--- src/rtl/grant_dst_router.sv ---
// 1-to-4 grant channel demultiplexer: a 2-entry register FIFO feeds four client ports,
// with multi-beat data grants locked to one destination until the last beat leaves.
module grant_dst_router #(
    parameter int DATA_BEATS = 8,
    parameter int FIFO_DEPTH = 2
) (
    input  logic        clk,
    input  logic        reset_n,

    input  logic        io_in_valid,
    output logic        io_in_ready,
    input  logic [1:0]  io_in_bits_header_src,
    input  logic [1:0]  io_in_bits_header_dst,
    input  logic [2:0]  io_in_bits_payload_addr_beat,
    input  logic        io_in_bits_payload_client_xact_id,
    input  logic [1:0]  io_in_bits_payload_manager_xact_id,
    input  logic        io_in_bits_payload_is_builtin_type,
    input  logic [3:0]  io_in_bits_payload_g_type,
    input  logic [63:0] io_in_bits_payload_data,

    output logic        io_out_0_valid,
    input  logic        io_out_0_ready,
    output logic        io_out_1_valid,
    input  logic        io_out_1_ready,
    output logic        io_out_2_valid,
    input  logic        io_out_2_ready,
    output logic        io_out_3_valid,
    input  logic        io_out_3_ready,

    output logic [1:0]  io_out_bits_header_src,
    output logic [1:0]  io_out_bits_header_dst,
    output logic [2:0]  io_out_bits_payload_addr_beat,
    output logic        io_out_bits_payload_client_xact_id,
    output logic [1:0]  io_out_bits_payload_manager_xact_id,
    output logic        io_out_bits_payload_is_builtin_type,
    output logic [3:0]  io_out_bits_payload_g_type,
    output logic [63:0] io_out_bits_payload_data,

    output logic        io_locked,
    output logic [1:0]  io_lock_dst,
    output logic        io_err
);

    localparam int CNT_W = $clog2(DATA_BEATS);
    localparam logic [CNT_W-1:0] CNT_ONE = 1;
    localparam logic [1:0] FIFO_FULL = 2'(FIFO_DEPTH);

    typedef struct packed {
        logic [1:0]  src;
        logic [1:0]  dst;
        logic [2:0]  addr_beat;
        logic        client_xact_id;
        logic [1:0]  manager_xact_id;
        logic        is_builtin_type;
        logic [3:0]  g_type;
        logic [63:0] data;
    } beat_t;

    beat_t            mem_q [2];
    logic             rd_ptr_q, rd_ptr_d;
    logic             wr_ptr_q, wr_ptr_d;
    logic [1:0]       count_q, count_d;
    logic [CNT_W-1:0] beat_cnt_q, beat_cnt_d;
    logic             locked_q, locked_d;
    logic [1:0]       lock_dst_q, lock_dst_d;
    logic             err_q, err_d;

    beat_t      in_beat;
    beat_t      head;
    logic       enq;
    logic       deq;
    logic       head_has_data;
    logic [1:0] sel;
    logic [3:0] out_ready_vec;
    logic [3:0] out_valid_vec;
    logic [CNT_W-1:0] beat_cnt_inc;

    assign in_beat = '{
        src:             io_in_bits_header_src,
        dst:             io_in_bits_header_dst,
        addr_beat:       io_in_bits_payload_addr_beat,
        client_xact_id:  io_in_bits_payload_client_xact_id,
        manager_xact_id: io_in_bits_payload_manager_xact_id,
        is_builtin_type: io_in_bits_payload_is_builtin_type,
        g_type:          io_in_bits_payload_g_type,
        data:            io_in_bits_payload_data
    };

    // Ready comes from registered occupancy only, so it never combinationally follows a port ready.
    assign io_in_ready = (count_q < FIFO_FULL);
    assign enq         = io_in_valid & io_in_ready;

    assign head          = mem_q[rd_ptr_q];
    assign head_has_data = head.is_builtin_type ? (head.g_type == 4'h5) : (head.g_type == 4'h0);

    assign sel           = locked_q ? lock_dst_q : head.dst;
    assign out_ready_vec = {io_out_3_ready, io_out_2_ready, io_out_1_ready, io_out_0_ready};
    assign out_valid_vec = (count_q != 2'd0) ? (4'b0001 << sel) : 4'b0000;
    assign deq           = (count_q != 2'd0) & out_ready_vec[sel];

    assign {io_out_3_valid, io_out_2_valid, io_out_1_valid, io_out_0_valid} = out_valid_vec;

    assign io_out_bits_header_src              = head.src;
    assign io_out_bits_header_dst              = head.dst;
    assign io_out_bits_payload_addr_beat       = head.addr_beat;
    assign io_out_bits_payload_client_xact_id  = head.client_xact_id;
    assign io_out_bits_payload_manager_xact_id = head.manager_xact_id;
    assign io_out_bits_payload_is_builtin_type = head.is_builtin_type;
    assign io_out_bits_payload_g_type          = head.g_type;
    assign io_out_bits_payload_data            = head.data;

    assign io_locked   = locked_q;
    assign io_lock_dst = lock_dst_q;
    assign io_err      = err_q;

    assign beat_cnt_inc = beat_cnt_q + CNT_ONE;

    always_comb begin
        rd_ptr_d = rd_ptr_q;
        wr_ptr_d = wr_ptr_q;
        count_d  = count_q;
        if (enq) wr_ptr_d = ~wr_ptr_q;
        if (deq) rd_ptr_d = ~rd_ptr_q;
        case ({enq, deq})
            2'b10:   count_d = count_q + 2'd1;
            2'b01:   count_d = count_q - 2'd1;
            default: count_d = count_q;
        endcase
    end

    // Off-lock beats are still delivered to the locked port and counted; only the error flag records them.
    always_comb begin
        beat_cnt_d = beat_cnt_q;
        locked_d   = locked_q;
        lock_dst_d = lock_dst_q;
        err_d      = err_q;
        if (deq) begin
            if (locked_q) begin
                beat_cnt_d = beat_cnt_inc;
                if (beat_cnt_inc == '0) locked_d = 1'b0;
                if (!head_has_data || (head.dst != lock_dst_q)) err_d = 1'b1;
            end else if (head_has_data) begin
                beat_cnt_d = CNT_ONE;
                lock_dst_d = head.dst;
                locked_d   = 1'b1;
            end
        end
    end

    always_ff @(posedge clk or negedge reset_n) begin
        if (!reset_n) begin
            mem_q[0]   <= '0;
            mem_q[1]   <= '0;
            rd_ptr_q   <= 1'b0;
            wr_ptr_q   <= 1'b0;
            count_q    <= 2'd0;
            beat_cnt_q <= '0;
            locked_q   <= 1'b0;
            lock_dst_q <= 2'd0;
            err_q      <= 1'b0;
        end else begin
            if (enq) mem_q[wr_ptr_q] <= in_beat;
            rd_ptr_q   <= rd_ptr_d;
            wr_ptr_q   <= wr_ptr_d;
            count_q    <= count_d;
            beat_cnt_q <= beat_cnt_d;
            locked_q   <= locked_d;
            lock_dst_q <= lock_dst_d;
            err_q      <= err_d;
        end
    end

endmodule

--- config.mk ---
export PLATFORM = sky130hd
export DESIGN_NAME = grant_dst_router
export DESIGN_NICKNAME = d
export VERILOG_FILES = /design/src/rtl/grant_dst_router.sv
export SDC_FILE = /design/constraint.sdc
export NUM_CORES = 1
export LEC_CHECK = 0
export ABC_AREA = 0
export CAP_MARGIN = 20
export CELL_PAD_IN_SITES_DETAIL_PLACEMENT = 1
export CELL_PAD_IN_SITES_GLOBAL_PLACEMENT = 2
export CORE_MARGIN = 1
export CORE_UTILIZATION = 35
export CTS_CLUSTER_DIAMETER = 80
export DETAILED_ROUTE_END_ITERATION = 16
export GPL_TIMING_DRIVEN = 0
export PLACE_DENSITY = 0.84
export RECOVER_POWER = 100
export SYNTH_ARGS = -nofsm -noshare
export SYNTH_HDL_FRONTEND = slang
export SYNTH_SLANG_ARGS = --single-unit
--- constraint.sdc ---
create_clock -name clk -period 2.99 [get_ports clk]
set_input_delay 0.4485 -clock clk [delete_from_list [all_inputs] [get_ports clk]]
set_output_delay 0.4485 -clock clk [all_outputs]
set_load 0.01 [all_outputs]
==> images/clock_wires.png <==
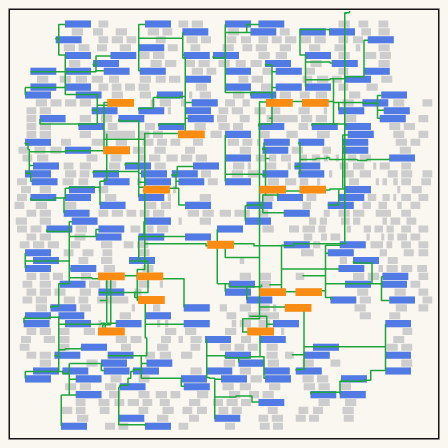
Key: orange = clock-net drivers [count 17]; green = clock wires [length 2140 um]; blue = flip-flops [count 169]
There are 18 routed clock nets.

==> images/pinout.png <==
Pins as bars across the die edge, other pins in gray.
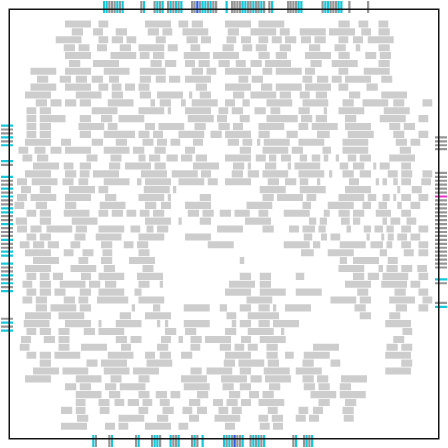
Key: magenta = io_out_0_valid [pins 1, direction output, edge right]; blue = io_out_bits_payload_manager_xact_id [pins 2, direction output, edge 1 bottom, 1 top]; cyan = io_in_bits_payload_data [pins 64, direction input, edge 25 top, 19 left, 18 bottom, 2 right]

==> images/class_map.png <==
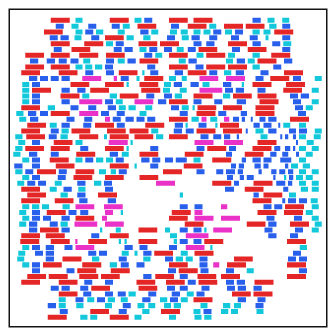
Key: blue = remaining logic cells [cells 290, share of their area 31%]; magenta = clock drivers and dummy loads [cells 31, share of their area 6.4%]; cyan = remaining buffers and delay cells [cells 200, share of their area 19%]; red = registers [cells 169, share of their area 43%]

==> flow_summary_export.csv <==
group,metric,value,unit
route,highest_layer,"met4",
global_route,grt_overflow,0,
global_route,use_met1,21.4,%
power_and_ir_drop,power_frac_clock,18.6,%
placement,globalplace.congestion,0.790,
power_and_ir_drop,ir_drop,0.458,mV
logic_synthesis,syn_nets,574,
run_status,failed_checks,"capacitance limit, slew limit",
min_path,hold_depth,1,
placement,dpl.cell_count,929,
worst_setup_path,reg2regPathDepth,8,
worst_setup_path,cp.required,2540,ps
layout,nMultiInputCombCells,288,
layout,seq_share,41.7,%
clock_tree,post_cts_resized,9,
power_and_ir_drop,cellPowerDensity,1240,nW/um^2
route,vias,4734,
die,fp.dieH,148,um
layout,largest_register_ffs,158,
timing,post-route-min-period,2870,ps
power_and_ir_drop,switchingPower,3950,uW
flow_run,cap_violations,1,
route,first_iter_violations,88,
layout,largestRegisters,"mem_q: 158 flops, beat_cnt_q: 3 flops",
global_route,antenna_found_initial,1,
die,initCoreUtil,36.2,%
layout,final_util,49.5,%
layout,clkbuf_count,18,
clock_tree,ctsHtreeMaxLevel,4,
clock_tree,cts_tree,"done",
run_status,outcome,"complete, but fails checks",
worst_setup_path,critPathLaunchType,"flip-flop",
clock_tree,cts-root-buf,"clkbuf_16",
power_and_ir_drop,pwr-share-comb,48.9,%
worst_setup_path,cp-startpoint,"rd_ptr_q$_DFFE_PN0N_",
layout,final_cell_area,10100,um^2
logic_synthesis,yosys.area_share.simple,1.53,%
global_route,grt.met3_usage,4.97,%
route,ant_nets,0,
clock_tree,postCtsSetupRepairBufs,0,
logic_synthesis,top_cell_area_share,57.0,%
power_and_ir_drop,pg_clk,2340,uW
logic_synthesis,syn_inst,485,
layout,seq_area,4230,um^2
global_route,track_usage,18.1,%
logic_synthesis,largest_area_cell,"dfrtp_1",
timing,fmax,348,MHz
flow_run,tool_warnings,28,
route,finalWirelength,18400,um
route,post_drt_wl_per_cell,19.1,um
clock_tree,cts_sinks,169,
power_and_ir_drop,comb_power,6130,uW
logic_synthesis,synth_stat.cells,485,
layout,inv_count,2,
logic_synthesis,ys_area,7420,um^2
layout,lay_top_count,"mux2_2",
logic_synthesis,syn_area,7420,um^2
timing,drv_slew,88,
worst_setup_path,endpoint_kind,"output pin",
logic_synthesis,synthTopLogicFamily,"multiplexers",
layout,drive_above_1_share,41.4,%
power_and_ir_drop,pg_seq,4070,uW
logic_synthesis,edf_count,0,
worst_setup_path,arrival,2420,ps
min_path,holdPathEnd,"io_err$_DFFE_PN0P_",
die,std_cell_rows,52,
logic_synthesis,synth_top_flop_cell,"dfrtp_1",
worst_setup_path,r2r_end,"count_q[1]$_DFFE_PN0P_",
clock_tree,cts_buffer_depth,2,
route,dr_wl_met2,9830,um
logic_synthesis,synthTopCellsByCount,"239 x mux2_2, 169 x dfrtp_1, 22 x clkbuf_1, 7 x xnor2_1, 5 x nor2_1",
power_and_ir_drop,power-top-group,"combinational cells",
layout,diodes,1,
clock_tree,path_clk_slew,60,ps
timing,slew_headroom,-45.2,%
logic_synthesis,synth_adder_area_share,0.506,%
timing,holdWs,469,ps
logic_synthesis,synth.avg_cell_area,15.3,um^2
worst_setup_path,slowest_stage,"clkdlybuf4s50_1",
clock_tree,insertion_delay,420,ps
layout,buffer_area_share,18.4,%
logic_synthesis,mux_share,36.7,%
clock_tree,cts_buffers,17,
logic_synthesis,ys_seq_share,57.0,%
layout,comb_area,3070,um^2
route,drc_errors,0,
Power is estimated from default activity; no workload was simulated.
